### Local utilization, run 1

8 x 8 tiles, from dark blue (low) to red (high), 0 to 100% covered.
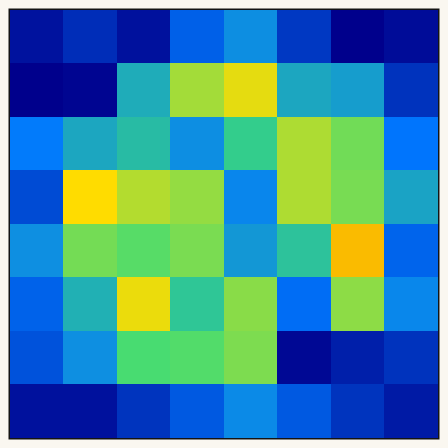
### Wiring by layer, run 1

The bar under the picture is 20 µm long.
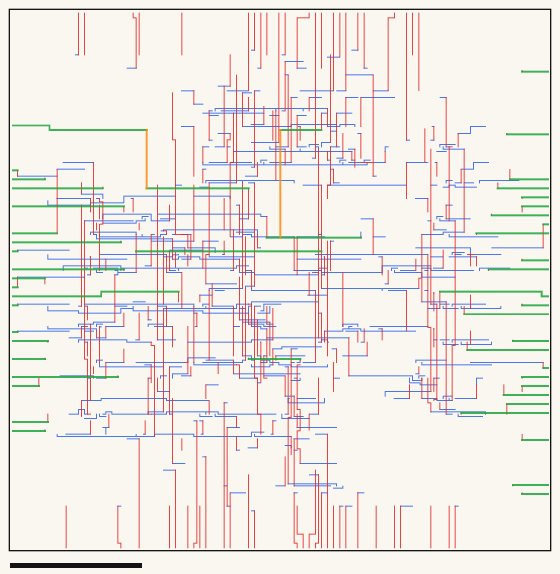
### Clock network drawn from the DEF, run 1

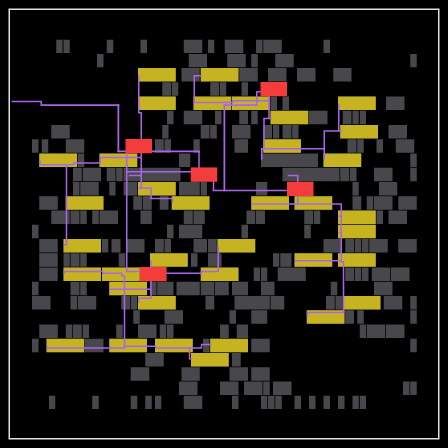
===== src/rtl/program_loader.sv =====
// Program loader: encodes (rd, imm) pairs as addi rd,x0,imm and writes
// them to consecutive instruction-memory words, then raises done.
module program_loader #(
  parameter int size = 7
) (
  input  logic            clk,
  input  logic            reset,
  input  logic            in_valid,
  output logic            in_ready,
  input  logic [4:0]      in_rd,
  input  logic [11:0]     in_imm,
  input  logic            in_last,
  output logic            mem_write_enable,
  output logic [31:0]     mem_address,
  output logic [31:0]     mem_data_in,
  output logic [size:0]   word_count,
  output logic            done,
  output logic            overflow
);

  localparam logic [size:0] CAP = {1'b1, {size{1'b0}}};
  localparam logic [size:0] ONE = {{size{1'b0}}, 1'b1};

  typedef enum logic {LOAD, DONE} state_t;

  state_t          r_state;
  state_t          w_state_nx;
  logic [size:0]   r_count;
  logic [size-1:0] r_addr;
  logic [31:0]     r_data;
  logic            r_we;
  logic            r_ovf;
  logic            w_accept;
  logic            w_ovf_set;
  logic [size:0]   w_count_inc;
  logic [31:0]     w_enc;

  assign w_count_inc = r_count + ONE;
  assign w_enc = {in_imm, 8'h00, in_rd, 7'b0010011};

  always_comb begin
    w_state_nx = r_state;
    in_ready   = 1'b0;
    w_accept   = 1'b0;
    w_ovf_set  = 1'b0;
    unique case (r_state)
      LOAD: begin
        in_ready = (r_count < CAP);
        w_accept = in_valid && in_ready;
        if (w_accept && (in_last || w_count_inc == CAP))
          w_state_nx = DONE;
      end
      DONE: begin
        w_ovf_set = in_valid;
      end
      default: w_state_nx = LOAD;
    endcase
  end

  // reset also cancels a write strobe pending for the next cycle
  always_ff @(posedge clk) begin
    if (reset) begin
      r_state <= LOAD;
      r_count <= '0;
      r_addr  <= '0;
      r_data  <= '0;
      r_we    <= 1'b0;
      r_ovf   <= 1'b0;
    end else begin
      r_state <= w_state_nx;
      r_we    <= w_accept;
      if (w_accept) begin
        r_count <= w_count_inc;
        r_addr  <= r_count[size-1:0];
        r_data  <= w_enc;
      end
      if (w_ovf_set)
        r_ovf <= 1'b1;
    end
  end

  assign mem_write_enable = r_we;
  assign mem_address      = {{(32-size){1'b0}}, r_addr};
  assign mem_data_in      = r_data;
  assign word_count       = r_count;
  assign done             = (r_state == DONE);
  assign overflow         = r_ovf;

endmodule

===== config.mk =====
export PLATFORM = sky130hd
export DESIGN_NAME = program_loader
export DESIGN_NICKNAME = d
export VERILOG_FILES = /design/src/rtl/program_loader.sv
export SDC_FILE = /design/constraint.sdc
export NUM_CORES = 1
export LEC_CHECK = 0
export CORE_MARGIN = 4
export CORE_UTILIZATION = 30
export CTS_BUF_LIST = sky130_fd_sc_hd__clkbuf_8
export CTS_CLUSTER_DIAMETER = 120
export DETAILED_ROUTE_END_ITERATION = 12
export PLACE_DENSITY_LB_ADDON = 0.25
export SLEW_MARGIN = 20
export SYNTH_ARGS = -nofsm -noshare
export SYNTH_HDL_FRONTEND = slang
export SYNTH_SLANG_ARGS = --single-unit

===== constraint.sdc =====
create_clock -name clk -period 3.3 [get_ports clk]
set_input_delay 0.495 -clock clk [delete_from_list [all_inputs] [get_ports clk]]
set_output_delay 0.495 -clock clk [all_outputs]
set_load 0.05 [all_outputs]

==> run summary, run 1 <==
run results: Placed Area=2140 µm², setup_tns=0 ns, Layout area overhead=41.1%, Initial Utilization=31.3%, Fin Clk Skew=0.00705 ns, vias=1,356, DRC=0, # diodes=0, grt total ovfl=0, wire per inst=11.0 µm, cycle use final=64.5%, Simple Share, Synth=20.0%, area share of and-or/or-and cells after synthesis=11.0%, Avg Synthesized Cell Area=8.04 µm², CP Max Fanout=33, number of cells in Yosys stat=203, CP max stage delay=0.54 ns, Num CTS Buffers=5, Tot Pwr=1300 µW, vias in the first global route=1,198, worst endpoint required time=3.52 ns, run status=completed, Post-DRT Antenna Nets=0, # hold bufs at CTS=0, Least-Margin Pin Slew=0.776 ns, first-pass GRT wire length=5460 µm, clk_lat worst skew=0.29 ns, Final setup violation count=0, Log Warnings=27, std cell rows=26, Worst Setup End Kind=flip-flop, CTS resizes=0, Mux cell area share=1.61%, Synth cell types=24, crit path kind=in2reg, area of the multi-input gates=711 µm², yosys warns=0, sequential cell area fraction in the yosys report=44.2%, Power Density=563 nW/µm², Worst EP arrival=2.35 ns, vias per cell=4.11, Final Critical Period=2.13 ns, I/O pin total=97, Post-CTS Setup Inserts=0, utilization after layout=44.2%, Clock Pin Slew Worst Setup and Hold Paths=0.07 ns, Top cells excl fill/tap=59 x clkdlybuf4s50_1, 52 x nand2_1, 37 x conb_1, 36 x dfxtp_1, 31 x a21oi_1, DRT Pass-1 Iters=4, cell area after layout=2300 µm², Port Buffers=59, Hold Path Class=reg2reg, Fin. Hold Viols=0, layout cells sized above 1=5.00%, Layout fillers=534, post-synth area from yosys stat=1630 µm², Mapped Area=1630 µm², chip area=6680 µm², register bit total from synthesis=36, Post-Syn Instances=203
About 'Local utilization':
tiles over 75% full = 1.6%
fullest tile = 79%
mean over tiles = 33%
emptiest ninth of the die = top left
nearly empty tiles = 6.2%

About 'Wiring by layer':
blue -> M1  # wire length 1,440 µm
green -> M3  # wire length 405 µm
red -> M2  # wire length 1,750 µm
orange -> M4  # wire length 25.2 µm

About 'Clock network drawn from the DEF':
red -> clock-net drivers  # count 5
purple -> clock wires  # length 437 µm
yellow -> flip-flops  # count 36
routed clock nets = 6

==> run 1: layer usage <==
layer / wire, µm / share of wire [%] / global-route usage [%] / vias to the layer above
li1: - / - / - / 693
met3: 404 / 11 / 5.81 / 4
met4: 25 / 0.69 / 3.49 / 0
met5: 0 / 0 / 0 / -
met2: 1750 / 48 / 17.2 / 52
met1: 1440 / 40 / 12.2 / 607
==> run 1: report_power, final <==
group	total, µW	switching (µW)	internal, µW
clock	531	153	378
sequential	469	14.8	454
combinational	296	220	75.6
total	1300	388	908
==> run 1: synth_stat cells <==
library cell  instances  area, µm²
inv_1                 3       11.3
mux2_1                1       11.3
buf_1                 1       3.75
ha_1                  2       25.0
nor2_1                8       30.0
conb_1                1       3.75
o21ai_0               2       10.0
nor3b_2               1       12.5
o31ai_1               1       7.51
or3_1                 2       12.5
a31oi_1               1       6.26
nor2b_1               2       12.5
clkbuf_1              9       33.8
dfxtp_1              36        721
nand3_1               2       10.0
or4_1                 4       30.0
mux2_4                1       15.0
nand4b_1              1       8.76
buf_4                39        293
nand2_1              52        195
nand4_1               1       6.26
or3b_1                1       8.76
a21oi_1              31        155
xnor2_1               1       8.76
==> run 1: registers in the layout, summed over array words and instances (netlist names) <==
register,count
done,1
overflow,1
word_count,8
r_addr,7
mem_data_in,18
mem_write_enable,1
==> run 1: final timing paths <==
kind | startpoint | to | slack (ns) | cells after the start
max | in_valid | word_count[7] | 1.17 | 5
min | mem_data_in[26] | mem_data_in[26] | 0.45 | 2
max reg2reg | word_count[7] | word_count[7] | 1.51 | 4
min reg2reg | mem_data_in[26] | mem_data_in[26] | 0.45 | 2
==> run 1: cells by family (layout without fill, tap and decap cells) <==
family,after synthesis,after routing
flip-flops,36,36
XOR/XNOR,1,1
AND-OR/OR-AND,35,35
buffers and inverters,52,73
adder cells (fa/ha/maj),2,2
multiplexers,2,2
AND/OR/NAND/NOR,74,74
other,1,37
==> run 1: worst max-delay path: cells and delay by family <==
| kind | cells | cell delay, ns |
|---|---|---|
| simple gates | 2 | 0.91 |
| compound gates | 1 | 0.15 |
| buf+inv | 2 | 0.79 |
==> run 1: final cells by class <==
type / count / area share (%)
Sequential cell: 36 / 31.3
Multi-Input combinational cell: 151 / 30.9
Timing Repair Buffer: 62 / 26.6
Clock inverter: 3 / 3.91
Tap cell: 70 / 3.80
Clock buffer: 5 / 2.99
Inverter: 3 / 0.489
==> run 1: per-stage QoR <==
stage          hold WS, ns  instances
3_3_place_gp         0.443        322
6_report             0.453        330
4_1_cts              0.456        330
3_5_place_dp         0.446        322
2_1_floorplan        0.631        239
5_1_grt              0.474        330
### Routing congestion map, run 1

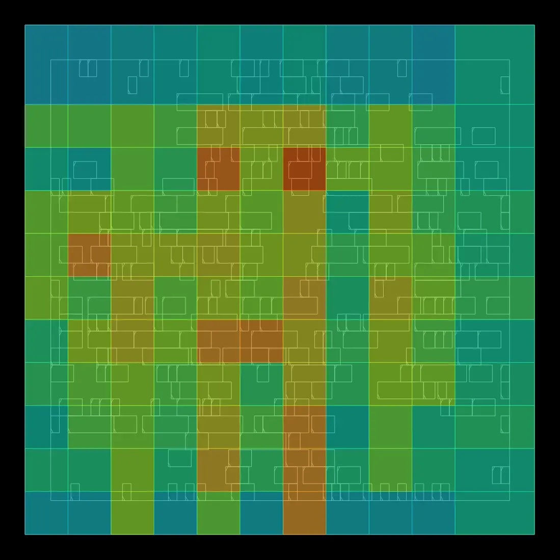

--- run 2 (diff from run 1) ---
clock period = 2 ns   (was 3.3 ns; I/O delays follow)
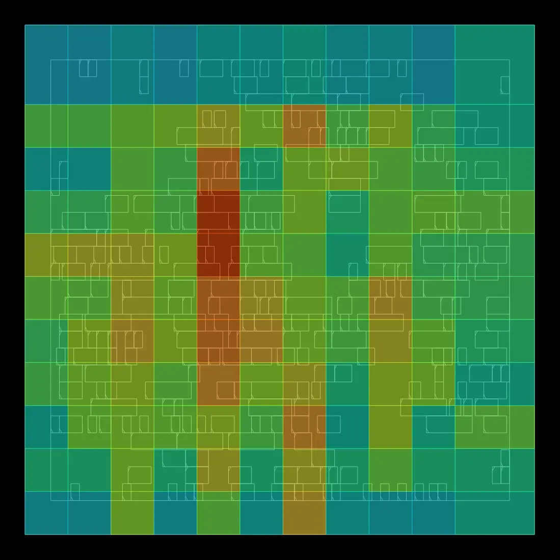
*Routing congestion map, run 2*
GR Util met3: 3.73%
met1 Use GR: 12.6%

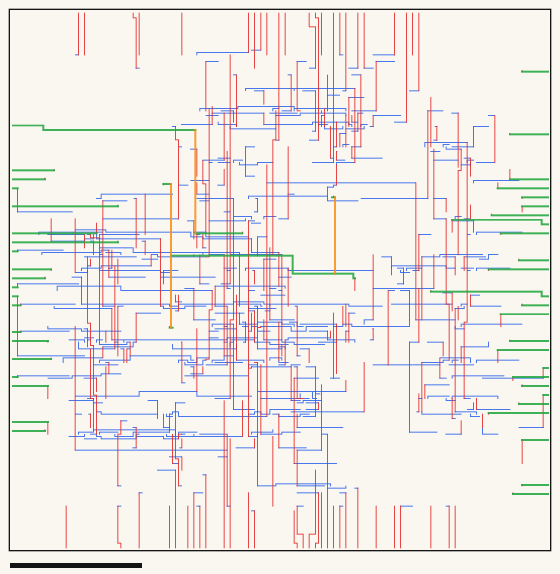
*Wiring by layer, run 2*
The bar under the picture is 20 µm long.
red -> M2  # wire length 1,780 µm
orange -> M4  # wire length 49.0 µm
green -> M3  # wire length 321 µm
blue -> M1  # wire length 1,570 µm

==> run 2 against run 1 <==
Hold slack worse by 0.0014 ns; highest routed layer unchanged; non-clock buffer count is 10 higher; die size stayed put; sequential share of layout area hardly changed; via count hardly changed; sequential cell count stayed put; area after synthesis stayed put; global-route usage is 0.14 points higher; combinational power is 74% higher; largest cell class unchanged; first-iteration DRC count is 8.6% lower; clock power is 4.9% lower.
==> run summary, run 2 <==
run results: number of cells in Yosys stat=203 (unchanged), Post-synth area hogs=dfxtp_1 44%, buf_4 18%, nand2_1 12% (unchanged), Power Density=776 nW/µm² (was 563 nW/µm²), Synth async-reset ratio=0% (unchanged), count leader, synth=nand2_1 (unchanged), Final setup violation count=0 (unchanged), Hold Path Cell Cnt=2 (unchanged), combinational power share=28.8% (was 22.8%), Fin. Hold Viols=0 (unchanged), Buf+Inv Stages, Crit Path=1 (was 2), run status=completed (unchanged), Avg Synthesized Cell Area=8.04 µm² (unchanged), cycle use final=95.7%, wire per inst=10.9 µm (was 11.0 µm), Layout fillers=562 (was 534), yosys warns=0 (unchanged), Post-DRT Antenna Nets=0 (unchanged), Reg2Reg Setup Slack=0.36 ns (was 1.51 ns), Least-Margin Pin Slew=0.511 ns (was 0.776 ns), crit path kind=reg2out (was in2reg), CTS resizes=0 (unchanged), Post-CTS Setup Inserts=0 (unchanged), Hold Path Class=reg2reg (unchanged), Worst Setup End Kind=primary output (was flip-flop), Port Buffers=59 (unchanged), synth cell count leaders=52 x nand2_1, 39 x buf_4, 36 x dfxtp_1, 31 x a21oi_1, 9 x clkbuf_1 (unchanged), # diodes=0 (unchanged), Mapped Area=1630 µm² (unchanged), cells on worst reg2reg path=4 (unchanged), CP max stage delay=0.87 ns (was 0.54 ns), Clock Pin Slew Worst Setup and Hold Paths=0.07 ns (about the same), Top cells excl fill/tap=57 x clkdlybuf4s50_1, 52 x nand2_1, 37 x conb_1, 36 x dfxtp_1, 31 x a21oi_1 (was 59 x clkdlybuf4s50_1, 52 x nand2_1, 37 x conb_1, 36 x dfxtp_1, 31 x a21oi_1), Most common reg cell=dfxtp_1 (unchanged), Final Critical Period=1.91 ns, layout cells sized above 1=8.52% (was 5.00%), Synth area leader=dfxtp_1 (unchanged), Sw Pwr=627 µW (was 388 µW)
## run 2: cell counts after synthesis
No cell type changed its count.
## run 2: worst max-delay path by stage
stage	startpoint	to	slack, ns	cells after the start
finish	word_count[2]	word_count[2]	0.09	1
global route	word_count[2]	word_count[2]	0.03	1
CTS	word_count[2]	word_count[2]	0.08	1
detailed placement	in_valid	word_count[7]	-0.09	5
global placement	in_valid	word_count[6]	-0.07	4
floorplan	word_count[0]	word_count[6]	0.02	4
## run 2: area by class of cell
cell class | count | area [µm²] | share of cell area, %
Clock inverter | 2 | 7.51 | 0.326
Multi-Input combinational cell | 151 | 711 | 30.9
Tap cell | 70 | 87.6 | 3.80
Clock buffer | 6 | 82.6 | 3.59
Timing Repair Buffer | 72 | 683 | 29.7
Inverter | 3 | 11.3 | 0.489
Sequential cell | 36 | 721 | 31.3
## run 2: logic make-up (layout without fill, tap and decap cells)
group                    after synthesis  in the layout  share of synthesized area (%)
XOR/XNOR                               1              1                          0.537
AND/OR/NAND/NOR                       74             74                           20.0
multiplexers                           2              2                           1.61
adder cells (fa/ha/maj)                2              2                           1.53
flip-flops                            36             36                           44.2
buffers and inverters                 52             83                           20.9
other                                  1             37                          0.230
AND-OR/OR-AND                         35             35                           11.0
## run 2: layer usage
metal | GRT usage [%] | wire length, µm | vias up
met2 | 18.3 | 1780 | 50
met1 | 12.6 | 1570 | 589
met5 | 0 | 0 | -
met4 | 4.49 | 48 | 0
li1 | - | - | 711
met3 | 3.73 | 321 | 7
## run 2: metrics by stage
step                      total power, µW  utilization, %  instance area, µm²
after floorplan                      1210               -                1770
after global placement               1300            42.5                2210
after detailed placement             1300            42.5                2210
after CTS                            1820            44.3                2300
after global routing                 1880            44.3                2300
final                                1790            44.3                2300
## run 2: power by group through the flow
stage          Clock, µW  Sequential, µW  Combinational (µW)
2_1_floorplan          0             902                 303
3_3_place_gp           0             784                 515
3_5_place_dp           0             785                 517
4_1_cts              535             769                 517
5_1_grt              563             772                 542
6_report             505             768                 514
### Local utilization, run 2

8 x 8 tiles, from dark blue (low) to red (high), 0 to 100% covered.
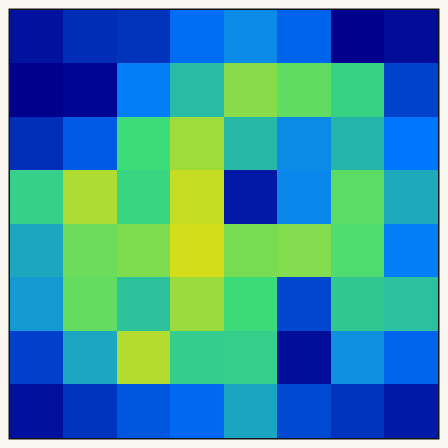

--- run 3 (diff from run 2) ---
SETUP_SLACK_MARGIN = 0.5   (was not set)
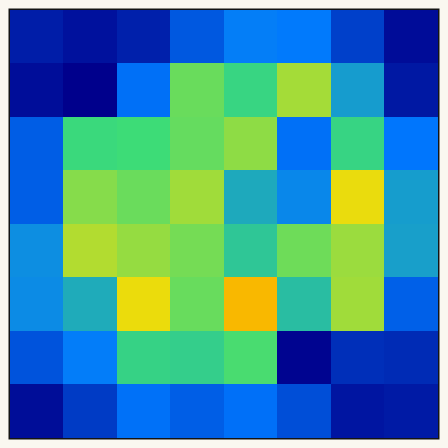
*Local utilization, run 3*
8 x 8 tiles, from dark blue (low) to red (high), 0 to 100% covered.
emptiest ninth of the die = top left
densest ninth of the die = middle
nearly empty tiles = 3.1%
fullest tile = 79%
mean over tiles = 34%
tiles over 75% full = 1.6%

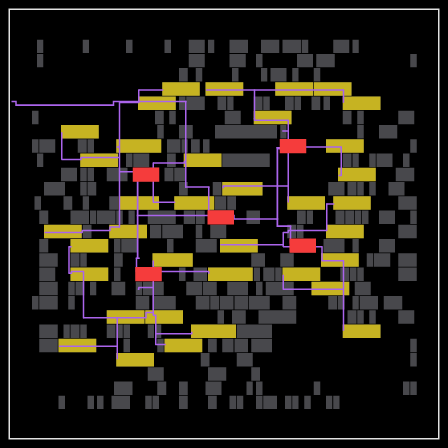
*Clock network drawn from the DEF, run 3*
red -> clock-net drivers  # count 5
purple -> clock wires  # length 468 µm
yellow -> flip-flops  # count 36
routed clock nets = 6

==> run 3 against run 2 <==
Clock skew rose by 0.0045 ns; highest routed layer unchanged; non-clock buffer count rose by 3; sequential power rose by 0.5%; synthesized cell count did not move; maximum frequency rose by 15%; critical endpoint is now word_count[6].
==> run summary, run 3 <==
run results: Placed Area=2180 µm² (was 2210 µm²), # diodes=0 (unchanged), cycle use final=83.2% (was 95.7%), sequential cell area fraction in the yosys report=44.2% (unchanged), Reg2Reg Setup Slack=0.34 ns (was 0.36 ns), vias=1,421 (was 1,357), clk_lat worst skew=0.28 ns (about the same), Hold Path Class=reg2reg (unchanged), WHS Endpoint=mem_data_in[26] (was mem_data_in[31]), clock share of power=26.9% (was 28.2%), Top cells excl fill/tap=52 x nand2_1, 37 x conb_1, 30 x a21oi_1, 29 x dfxtp_1, 23 x dlygate4sd2_1 (was 57 x clkdlybuf4s50_1, 52 x nand2_1, 37 x conb_1, 36 x dfxtp_1, 31 x a21oi_1), Final Critical Period=1.66 ns (was 1.91 ns), Most common reg cell=dfxtp_1 (unchanged), layout cells sized above 1=17.9% (was 8.52%), Least-Margin Pin Slew=0.508 ns (was 0.511 ns), Num CTS Buffers=5 (unchanged), yosys warns=0 (unchanged), Synth Area in Adders=1.53% (unchanged), Clock Pin Slew Worst Setup and Hold Paths=0.07 ns (about the same), Net Sw Frac=36.2% (was 35.1%), cell area after layout=2350 µm² (was 2300 µm²), Worst Setup End Kind=flip-flop (was primary output), register bit total from synthesis=36 (unchanged), vias in the first global route=1,260 (was 1,253), count leader, synth=nand2_1 (unchanged), number of cells in Yosys stat=203 (unchanged), Post-synth area hogs=dfxtp_1 44%, buf_4 18%, nand2_1 12% (unchanged), post-synth area from yosys stat=1630 µm² (unchanged), crit path kind=reg2reg (was reg2out), worst endpoint required time=2.17 ns (was 1.70 ns), run status=completed (unchanged), Sw Pwr=639 µW (was 627 µW), std cell rows=26 (unchanged), area share of and-or/or-and cells after synthesis=11.0% (unchanged), grt total ovfl=0 (unchanged), Log Warnings=30 (was 27), Sequential Area=737 µm² (was 721 µm²), # hold bufs at CTS=0 (unchanged), combinational power share=29.3% (was 28.8%)
## run 3: cell types whose count changed in the layout (fill, tap and decap cells not counted), sizes merged
cell	change
clkdlybuf4s50	-38
dlygate4sd2	+23
clkbuf	+9
clkdlybuf4s15	+8
buf	-1
bufbuf	+1
clkinv	+1
## run 3: stage by stage
step | utilization [%] | std cells | setup TNS, ns | setup slack, ns
after floorplan | - | 239 | 0 | 0.208
after global placement | 41.9 | 325 | -0.0713 | -0.0486
after detailed placement | 41.9 | 325 | -0.128 | -0.0628
after CTS | 44.2 | 336 | 0 | 0.264
after global routing | 45.1 | 343 | 0 | 0.313
final | 45.1 | 343 | 0 | 0.337
## run 3: cell type report
type | count | share of cell area, %
Clock buffer | 5 | 2.93
Clock inverter | 3 | 0.533
Inverter | 3 | 0.480
Multi-Input combinational cell | 151 | 31.0
Sequential cell | 36 | 31.4
Tap cell | 70 | 3.73
Timing Repair Buffer | 75 | 30.0
## run 3: kinds of logic (layout without fill, tap and decap cells)
logic type	after synthesis	after routing
XOR/XNOR	1	1
flip-flops	36	36
buffers and inverters	52	86
adder cells (fa/ha/maj)	2	2
AND-OR/OR-AND	35	35
AND/OR/NAND/NOR	74	74
other	1	37
multiplexers	2	2
## run 3: layer usage
metal | vias up | routed length, µm | track usage (%)
li1 | 718 | - | -
met1 | 641 | 1660 | 14.1
met2 | 55 | 1800 | 18.2
met3 | 7 | 393 | 4.17
met4 | 0 | 45 | 4.49
met5 | - | 0 | 0
## run 3: what timing repair did
action	4_1_cts	5_1_grt
gates cloned	1	1
pin swaps	2	5
setup buffers	2	6
endpoints found under the setup margin	44	17
resized	61	22
## run 3: power groups by stage
stage	Clock [µW]	Sequential (µW)	Combinational (µW)
global placement	0	791	495
CTS	500	772	498
finish	474	772	516
floorplan	0	902	306
global route	536	777	549
detailed placement	0	791	496
## run 3: how the worst max path moves through the flow
| stage | to | cells past startpoint | slack, ns | start |
|---|---|---|---|---|
| after floorplan | word_count[6] | 4 | 0.21 | word_count[7] |
| after global routing | word_count[6] | 3 | 0.31 | word_count[7] |
| after detailed placement | word_count[6] | 4 | -0.06 | in_valid |
| after CTS | word_count[6] | 3 | 0.26 | done |
| after global placement | word_count[6] | 4 | -0.05 | in_valid |
| final | word_count[6] | 3 | 0.34 | word_count[7] |
## run 3: worst max-delay path: stages, from the launching register on
cell     delay [ns]
dfxtp_4        0.35
or3b_4         0.41
or4_4          0.49
mux2_4         0.30
Power figures rest on the tool's default switching activity, not on a simulated workload.
